Run 1, wiring by layer:
(3 px per µm)
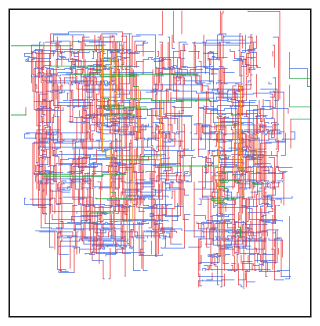
Run 1, sequential cells colored by netlist name:
(3 px per µm)
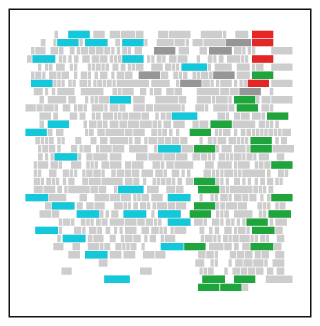
Run 1, metal 3:
(3 px per µm) Cells faint in the background.
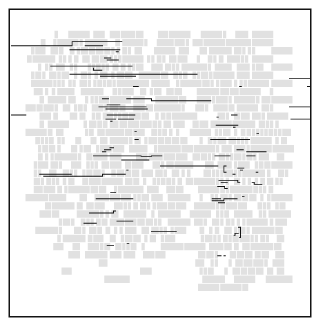
$ cat src/rtl/mode_pkg.sv
// Shared types and default timing for the mode sequencer and its press classifier.
// Defaults assume a 50 MHz system clock.
package mode_pkg;

    typedef enum logic [1:0] {
        IDLE    = 2'd0,
        PRESSED = 2'd1,
        HELD    = 2'd2
    } press_state_e;

    typedef enum logic {
        ON  = 1'b0,
        OFF = 1'b1
    } blink_phase_e;

    localparam int unsigned DEF_BLINK_HALF  = 12_500_000;
    localparam int unsigned DEF_LONG_CYCLES = 100_000_000;

endpackage

$ cat src/rtl/press_classifier.sv
// Classifies each button press as short or long, emitting exactly one event per press.
// Events are combinational and valid on the edge that classifies the press.
module press_classifier
    import mode_pkg::*;
#(
    parameter int unsigned LONG_CYCLES = DEF_LONG_CYCLES
) (
    input  logic clk,
    input  logic rst,
    input  logic btn,
    output logic short_evt,
    output logic long_evt
);

    localparam int unsigned HW = $clog2(LONG_CYCLES);

    press_state_e  state_q, state_d;
    logic [HW-1:0] hold_cnt_q, hold_cnt_d;

    always_ff @(posedge clk) begin
        if (!rst) begin
            state_q    <= IDLE;
            hold_cnt_q <= '0;
        end else begin
            state_q    <= state_d;
            hold_cnt_q <= hold_cnt_d;
        end
    end

    always_comb begin
        state_d    = state_q;
        hold_cnt_d = hold_cnt_q;
        short_evt  = 1'b0;
        long_evt   = 1'b0;
        case (state_q)
            IDLE: begin
                if (btn) begin
                    state_d    = PRESSED;
                    hold_cnt_d = HW'(1);
                end
            end
            PRESSED: begin
                if (!btn) begin
                    state_d    = IDLE;
                    hold_cnt_d = '0;
                    short_evt  = 1'b1;
                end else if (hold_cnt_q == HW'(LONG_CYCLES - 1)) begin
                    // Long is decided while still held; the later release is silent.
                    state_d    = HELD;
                    hold_cnt_d = '0;
                    long_evt   = 1'b1;
                end else begin
                    hold_cnt_d = hold_cnt_q + HW'(1);
                end
            end
            HELD: begin
                if (!btn) begin
                    state_d = IDLE;
                end
            end
            default: begin
                state_d    = IDLE;
                hold_cnt_d = '0;
            end
        endcase
    end

endmodule

$ cat src/rtl/mode_sequencer.sv
// Steps through N_MODES modes from one debounced button and drives a blinking,
// active-low one-hot mode indicator.
module mode_sequencer
    import mode_pkg::*;
#(
    parameter int unsigned N_MODES     = 4,
    parameter int unsigned BLINK_HALF  = DEF_BLINK_HALF,
    parameter int unsigned LONG_CYCLES = DEF_LONG_CYCLES
) (
    input  logic                        clk,
    input  logic                        rst,
    input  logic                        btn,
    input  logic                        lock,
    output logic [$clog2(N_MODES)-1:0]  mode,
    output logic                        mode_changed,
    output logic                        long_press,
    output logic [N_MODES-1:0]          led_mode
);

    localparam int unsigned MW = $clog2(N_MODES);
    localparam int unsigned BW = $clog2(BLINK_HALF + 1);

    logic short_evt, long_evt;

    logic [MW-1:0]      mode_q, mode_d;
    logic               changed_q, changed_d;
    logic               long_q, long_d;
    logic [BW-1:0]      blink_cnt_q, blink_cnt_d;
    blink_phase_e       phase_q, phase_d;
    logic [N_MODES-1:0] led_q, led_d;

    press_classifier #(
        .LONG_CYCLES(LONG_CYCLES)
    ) u_press (
        .clk      (clk),
        .rst      (rst),
        .btn      (btn),
        .short_evt(short_evt),
        .long_evt (long_evt)
    );

    always_ff @(posedge clk) begin
        if (!rst) begin
            mode_q      <= '0;
            changed_q   <= 1'b0;
            long_q      <= 1'b0;
            blink_cnt_q <= '0;
            phase_q     <= ON;
            led_q       <= '1;
        end else begin
            mode_q      <= mode_d;
            changed_q   <= changed_d;
            long_q      <= long_d;
            blink_cnt_q <= blink_cnt_d;
            phase_q     <= phase_d;
            led_q       <= led_d;
        end
    end

    always_comb begin
        mode_d      = mode_q;
        changed_d   = 1'b0;
        long_d      = 1'b0;
        blink_cnt_d = blink_cnt_q;
        phase_d     = phase_q;

        if (long_evt) begin
            long_d    = 1'b1;
            mode_d    = '0;
            changed_d = (mode_q != '0);
        end else if (short_evt && !lock) begin
            mode_d    = (mode_q == MW'(N_MODES - 1)) ? '0 : mode_q + MW'(1);
            changed_d = 1'b1;
        end

        // A mode change restarts the ON half so the new indicator is seen at once.
        if (changed_d) begin
            blink_cnt_d = '0;
            phase_d     = ON;
        end else if (blink_cnt_q == BW'(BLINK_HALF - 1)) begin
            blink_cnt_d = '0;
            phase_d     = (phase_q == ON) ? OFF : ON;
        end else begin
            blink_cnt_d = blink_cnt_q + BW'(1);
        end

        led_d = (phase_q == ON) ? ~(N_MODES'(1) << mode_q) : '1;
    end

    assign mode         = mode_q;
    assign mode_changed = changed_q;
    assign long_press   = long_q;
    assign led_mode     = led_q;

endmodule

$ cat config.mk
export PLATFORM = sky130hd
export DESIGN_NAME = mode_sequencer
export DESIGN_NICKNAME = d
export VERILOG_FILES = /design/src/rtl/mode_pkg.sv /design/src/rtl/press_classifier.sv /design/src/rtl/mode_sequencer.sv
export SDC_FILE = /design/constraint.sdc
export NUM_CORES = 1
export LEC_CHECK = 0
export ABC_AREA = 1
export CAP_MARGIN = 20
export CORE_AREA = 5 5 95 97
export DETAILED_ROUTE_END_ITERATION = 8
export DIE_AREA = 0 0 100 102
export PLACE_DENSITY = 0.66
export SLEW_MARGIN = 15
export SYNTH_ARGS = -nofsm -noshare
export SYNTH_HDL_FRONTEND = slang
export SYNTH_SLANG_ARGS = --single-unit
$ cat constraint.sdc
create_clock -name clk -period 1.4 [get_ports clk]
set_input_delay 0.21 -clock clk [delete_from_list [all_inputs] [get_ports clk]]
set_output_delay 0.21 -clock clk [all_outputs]
set_load 0.05 [all_outputs]
==> flow_metrics.tcl, run 1 <==
# yosys + openroad results
set metrics [dict create \
    area.sequential_um2 1285 \
    run_status "finished with violations" \
    report.power.total_mw 3.755 \
    timing.final.crit_period_ps 1571 \
    final-setup-viol-count 51 \
    ios 12 \
    worstMarginPinSlew_ps 511.7 \
    routed_via_density 5.083 \
    clock_power_share_pct 44.1 \
    p_sw_mw 1.025 \
    critical_path_destination "blink_cnt_q[10]" \
    ctsResizeCount 67 \
    chip_area_um2 10200 \
    synth_instances 541 \
    layout_worst_path_cycle_share_pct 112.2 \
    synth.avg_cell_area_um2 6.494 \
    iter_0_drt_violations 191 \
    worst_hold_path_type "register to register" \
    enable_flop_cells 0 \
    ys_sh_adder_pct 2.137 \
    grt_util_met3_pct 4.027 \
    power.share.sequential_pct 47.6 \
    failed_checks "setup timing" \
    synthFlopType "sky130_fd_sc_hd__dfxtp_1" \
    layout_setup_ws_ps -170.5 \
    ys_ff 62 \
    worst_setup_hold_path_clk_slew_ps 90 \
    first_pass_iters 4 \
    max_freq_mhz 636.7 \
    detailedPlacementHpwl_um 7179 \
    grt_overflow 0 \
    synthTopCellsByCount "sky130_fd_sc_hd__nand2_1, sky130_fd_sc_hd__nor2_1, sky130_fd_sc_hd__inv_1, sky130_fd_sc_hd__dfxtp_1, sky130_fd_sc_hd__nand3_1" \
    gpl.final_weighted_congestion 0.9392 \
]
About 'wiring by layer':
Key: blue = M1 [wire length 4,260 µm]; green = M3 [wire length 484 µm]; red = M2 [wire length 5,970 µm]; orange = M4 [wire length 424 µm]

About 'sequential cells colored by netlist name':
Key: green = blink_cnt_q [flops 24]; red = led_mode [flops 4, where top right]; cyan = u_press.hold_cnt_q [flops 27]

About 'metal 3':
The layer holds 4.4% of the routed length. The longest straight run is 42.3 µm. The wires run mostly horizontal. The layer carries 484 µm of wire.

==> run 1: power groups by stage <==
stage / Clock, mW / Sequential [mW] / Combinational [mW]
global placement: 0 / 1.84 / 0.241
floorplan: 0 / 1.85 / 0.111
finish: 1.66 / 1.79 / 0.310
CTS: 1.64 / 1.79 / 0.286
detailed placement: 0 / 1.84 / 0.246
global route: 1.73 / 1.79 / 0.333
==> run 1: area by class of cell <==
class	instances	area share (%)
multi-input cells	393	46.13
flip-flops and latches	62	23.15
repair buffers	120	18.98
inverters	84	5.815
well taps	105	2.366
clock buffers	9	2.231
clock inverters	7	1.330
==> run 1: per-stage QoR <==
stage | hold WS [ps] | instance area [µm²] | instances | setup slack [ps] | TNS, ps
floorplan | 348.4 | 3576 | 541 | 10.13 | 0
CTS | 519.6 | 5086 | 770 | -114.7 | -3605
global route | 574.0 | 5552 | 780 | -238.2 | -9305
detailed placement | 502.3 | 4556 | 744 | -361.4 | -16030
finish | 533.5 | 5552 | 780 | -170.5 | -6007
global placement | 492.8 | 4556 | 744 | -332.2 | -13530
==> run 1: critical path, cell delays in order, from the launching register on <==
cell and delay, ps:
sky130_fd_sc_hd__dfxtp_4 380, sky130_fd_sc_hd__inv_4 60, sky130_fd_sc_hd__nand2_2 50, sky130_fd_sc_hd__nor2_2 90, sky130_fd_sc_hd__nand2_1 60, sky130_fd_sc_hd__nor2_2 150, sky130_fd_sc_hd__buf_4 150, sky130_fd_sc_hd__nand4_4 210
sky130_fd_sc_hd__nand4_4 240, sky130_fd_sc_hd__nor2_1 60
==> run 1: flip-flops by register name, indices dropped and copies added (netlist names) <==
register	flops
long_press	1
mode	2
u_press.state_q	2
blink_cnt_q	24
led_mode	4
phase_q	1
u_press.hold_cnt_q	27
mode_changed	1
==> run 2: changes to the inputs <==
--- a/config.mk
+++ b/config.mk
@@ -11,6 +11,7 @@
 export DETAILED_ROUTE_END_ITERATION = 8
 export DIE_AREA = 0 0 100 102
 export PLACE_DENSITY = 0.66
+export SKIP_LAST_GASP = 1
 export SLEW_MARGIN = 15
 export SYNTH_ARGS = -nofsm -noshare
 export SYNTH_HDL_FRONTEND = slang
Run 2, wiring by layer:
(3 px per µm)
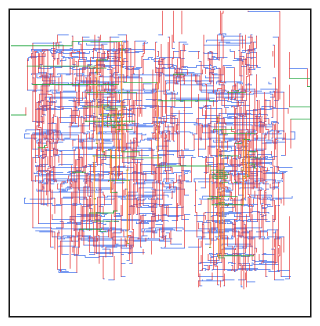
Key: orange = M4 [wire length 376 µm]; green = M3 [wire length 436 µm]; red = M2 [wire length 5,570 µm]; blue = M1 [wire length 4,290 µm]

==> run 2 against run 1 <==
Against the previous run:
- the run still ends with setup timing left
- critical path depth decreased by 1
- worst setup slack improved by 33 ps
- die area unchanged
- cell count unchanged
==> flow_metrics.tcl, run 2 <==
# yosys + openroad results
set metrics [dict create \
    crit_path_max_incr_delay_ps 370 \
    grt_overflow 0 \
    synth.avg_cell_area_um2 6.494 \
    placementRows 33 \
    ios 12 \
    clock_power_share_pct 44.0 \
    critical_path.reg2reg.endpoint "blink_cnt_q[1]" \
    antenna_found_initial 0 \
    gpl.final_weighted_congestion 0.9392 \
    detailedPlacementHpwl_um 7179 \
    layout.cells.non_filler 780 \
    ys_ff 62 \
    timing.critical_path.max_delay_family "simple AND/OR/NAND/NOR gates" \
    place_area_um2 4556 \
    clock_group_mw 1.65 \
    crit_top_cell "sky130_fd_sc_hd__nand4_4" \
    critical_path.n_buffers_inverters 1 \
    dieHeight_um 102 \
    worst_setup_hold_path_clk_slew_ps 80 \
    finalSetupTns_ps -4790 \
    first_pass_iters 4 \
    run_status "finished with violations" \
    synthTopCellsByCount "sky130_fd_sc_hd__nand2_1, sky130_fd_sc_hd__nor2_1, sky130_fd_sc_hd__inv_1, sky130_fd_sc_hd__dfxtp_1, sky130_fd_sc_hd__nand3_1" \
    largest_register_ffs 27 \
    crit_path_cell_trace "ha_4, nand3_4, inv_4, nand2_4, nor2_4, nand4_4, nand4_4, nor2_2" \
    numPlacedInstances 744 \
    chip_area_um2 10200 \
    layout_worst_path_cycle_share_pct 109.8 \
    group_drawing_the_most_power "sequential cells" \
    yosysWarningCount 0 \
    p_sw_mw 1.012 \
    fin_area_um2 5445 \
    timing.final.crit_period_ps 1538 \
    cp_slowest_cell "sky130_fd_sc_hd__dfxtp_4" \
    final-setup-viol-count 48 \
    report.power.total_mw 3.745 \
    registers.top_by_ff_count "u_press.hold_cnt_q" \
    worstMarginPinSlew_ps 409.5 \
    synthFlopType "sky130_fd_sc_hd__dfxtp_1" \
    timing.setup.critical_path_class "register to register" \
    vias_in_the_first_global_route 3915 \
    layout_setup_ws_ps -137.6 \
    power.share.sequential_pct 47.8 \
    failed_checks "setup timing" \
    max_freq_mhz 650.4 \
    clock.latency.late_pin_ps 350 \
    worst_hold_path_type "register to register" \
    iter_0_drt_violations 168 \
    place_ws_ps -361.4 \
]
## run 2: cell counts after synthesis
Identical to the previous run, type by type.
## run 2: worst max-delay path by stage
stage	startpoint	slack, ps	cells after the start	end
2_1_floorplan	mode[1]	10	7	blink_cnt_q[0]
3_3_place_gp	btn	-330	8	u_press.hold_cnt_q[14]
3_5_place_dp	btn	-360	9	u_press.hold_cnt_q[13]
4_1_cts	u_press.hold_cnt_q[1]	-110	8	blink_cnt_q[4]
5_1_grt	blink_cnt_q[0]	-280	10	blink_cnt_q[10]
6_report	u_press.hold_cnt_q[0]	-140	8	blink_cnt_q[1]
## run 2: final cells by class
class	instances	area [µm²]	area share, %
well taps	105	131.4	2.413
clock inverters	7	73.82	1.356
multi-input cells	393	2472	45.40
repair buffers	120	1039	19.07
inverters	84	325.3	5.974
clock buffers	9	123.9	2.275
flip-flops and latches	62	1280	23.51
## run 2: worst reg2reg max path: cells and delay by family (launching register included)
family | cells | cell delay, ps
and+or+nand+nor | 6 | 820
DFF | 1 | 370
adders and majority gates | 1 | 150
buffers and inverters | 1 | 90
## run 2: cell families after synthesis
group	share of synthesized area, %
AOI/OAI and AO/OA	6.019
xor gates and xnor gates	4.238
and+or+nand+nor	42.16
adders and majority gates	2.137
DFF	35.33
buffers and inverters	10.11
## run 2: repair_timing
action | CTS | global route
resized | 65 | 87
cloned | 3 | 1
endpoints found under the setup margin | 53 | 57
buffers inserted | 7 | 9
pin swaps | 22 | 43
hold buffers | 0 | 0
## run 2: layer usage
metal,global-route usage [%],up-vias,share of wire [%]
met5,0,-,0
li1,-,1958,-
met4,9.948,0,3.5
met3,3.959,39,4.1
met2,39.05,111,52
met1,22.00,1850,40
==> run 3: changes to the inputs <==
--- a/config.mk
+++ b/config.mk
@@ -7,10 +7,13 @@
 export LEC_CHECK = 0
 export ABC_AREA = 1
 export CAP_MARGIN = 20
-export CORE_AREA = 5 5 95 97
+export CELL_PAD_IN_SITES_DETAIL_PLACEMENT = 0
+export CELL_PAD_IN_SITES_GLOBAL_PLACEMENT = 1
+export CORE_AREA = 5 5 100 102
 export DETAILED_ROUTE_END_ITERATION = 8
-export DIE_AREA = 0 0 100 102
-export PLACE_DENSITY = 0.66
+export DIE_AREA = 0 0 105 107
+export PLACE_DENSITY = 0.78
+export SKIP_CTS_REPAIR_TIMING = 1
 export SKIP_LAST_GASP = 1
 export SLEW_MARGIN = 15
 export SYNTH_ARGS = -nofsm -noshare
Run 3, routed clock nets over the placement:
(4 px per µm)
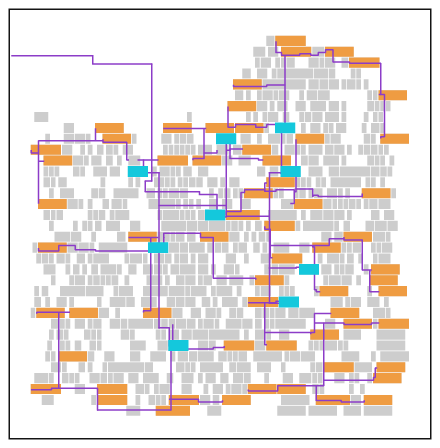
Key: orange = flip-flops [count 62]; purple = clock wires [length 951 µm]; cyan = clock-net drivers [count 9]
Position of the flops: widely spread.

==> run 3 against run 2 <==
Against the previous run:
- the flow still finishes with violations (setup timing)
- sequential power hardly changed
- die area is 10% higher
- register-to-register slack worse by 20 ps
- flip-flop count stayed put
- first-iteration DRC count is 19% higher
- design area is 1.4% lower
- combinational power is 4% lower
- cell count is 1.9% higher
- non-clock buffer count is 9 higher
- largest cell class unchanged
==> flow_metrics.tcl, run 3 <==
# yosys + openroad results
set metrics [dict create \
    run_status "finished with violations" \
    failed_checks "setup timing" \
    place_area_um2 4688 \
    netlist.area_leader.share_pct 35.33 \
    final-setup-viol-count 50 \
    worst_setup_hold_path_clk_slew_ps 80 \
    gpl.final_weighted_congestion 0.8835 \
    num-fill-cells 807 \
    place_ws_ps -379.7 \
    dieHeight_um 107 \
    critical_path.reg2reg.endpoint "blink_cnt_q[8]" \
    max_freq_mhz 642.1 \
    synth.avg_cell_area_um2 6.494 \
    synthTopCellsByCount "sky130_fd_sc_hd__nand2_1, sky130_fd_sc_hd__nor2_1, sky130_fd_sc_hd__inv_1, sky130_fd_sc_hd__dfxtp_1, sky130_fd_sc_hd__nand3_1" \
    clock_tree.root_cell "sky130_fd_sc_hd__clkbuf_8" \
    antenna_found_initial 0 \
    crit_path_max_incr_delay_ps 320 \
    critical_path.n_buffers_inverters 2 \
    clock_power_share_pct 44.4 \
    grt_overflow 0 \
    placementRows 35 \
    first_pass_iters 7 \
    timing.hold.ws_ps 519.6 \
    detailedPlacementHpwl_um 7565 \
    layout.cells.non_filler 795 \
    report.power.total_mw 3.756 \
    iter_0_drt_violations 200 \
    registers.top_by_ff_count "u_press.hold_cnt_q" \
    layout_setup_ws_ps -157.3 \
    layout-drive-gt1-share_pct 37.87 \
    chip_area_um2 11240 \
    fin_area_um2 5370 \
    layout_worst_path_cycle_share_pct 111.2 \
    largest_register_ffs 27 \
    timing.critical_path.max_delay_family "simple AND/OR/NAND/NOR gates" \
    crit_path_cell_trace "inv_1, nand2_1, nor2_1, nand2_1, nor2_2, buf_6, nand4_4, nand4_4, nor2_1" \
    ys_ff 62 \
    power.share.sequential_pct 47.7 \
    timing.final.crit_period_ps 1557 \
    numPlacedInstances 765 \
    worstMarginPinSlew_ps 429.6 \
    vias_in_the_first_global_route 3589 \
    clock.latency.late_pin_ps 350 \
    cp_slowest_cell "sky130_fd_sc_hd__dfxtp_1" \
    worst_hold_path_type "register to register" \
    timing.setup.critical_path_class "register to register" \
    synthFlopType "sky130_fd_sc_hd__dfxtp_1" \
]
-- run 3: kinds of logic after synthesis --
group	count (synthesis)	share of synthesized area, %
simple gates	327	42.16
fa+ha+maj	6	2.137
xor+xnor	17	4.238
flops	62	35.33
buf+inv	90	10.11
compound gates	39	6.019
-- run 3: area by class of cell --
class	count	area [µm²]	share of cell area, %
clock buffer	9	123.9	2.307
timing repair buffer	129	1119	20.83
tap	111	138.9	2.586
sequential	62	1272	23.70
clock inverter	7	77.57	1.445
inverter	84	320.3	5.965
multi-input combinational	393	2318	43.17
-- run 3: power by group through the flow --
stage               Sequential (mW)  Combinational (mW)  Clock [mW]
global placement               1.83               0.256           0
CTS                            1.79               0.261        1.71
finish                         1.79               0.297        1.67
floorplan                      1.85               0.111           0
detailed placement             1.84               0.260           0
global route                   1.79               0.320        1.79
-- run 3: how the worst max path moves through the flow --
stage / from / to / slack [ps] / cells past startpoint
floorplan: mode[1] / blink_cnt_q[0] / 10 / 7
global placement: btn / u_press.hold_cnt_q[13] / -340 / 9
detailed placement: btn / u_press.hold_cnt_q[26] / -380 / 7
CTS: blink_cnt_q[1] / blink_cnt_q[7] / -270 / 8
global route: u_press.hold_cnt_q[11] / blink_cnt_q[8] / -250 / 9
finish: u_press.hold_cnt_q[11] / blink_cnt_q[8] / -160 / 9
-- run 3: metal layers --
layer / global-route usage (%) / part of all wire [%] / vias up / wire, µm
li1: - / - / 1981 / -
met1: 20.63 / 42 / 1827 / 4500
met2: 30.26 / 52 / 93 / 5515
met3: 3.131 / 3.1 / 30 / 328
met4: 6.849 / 2.6 / 0 / 277
met5: 0 / 0 / - / 0
Power is estimated from default activity; no workload was simulated.
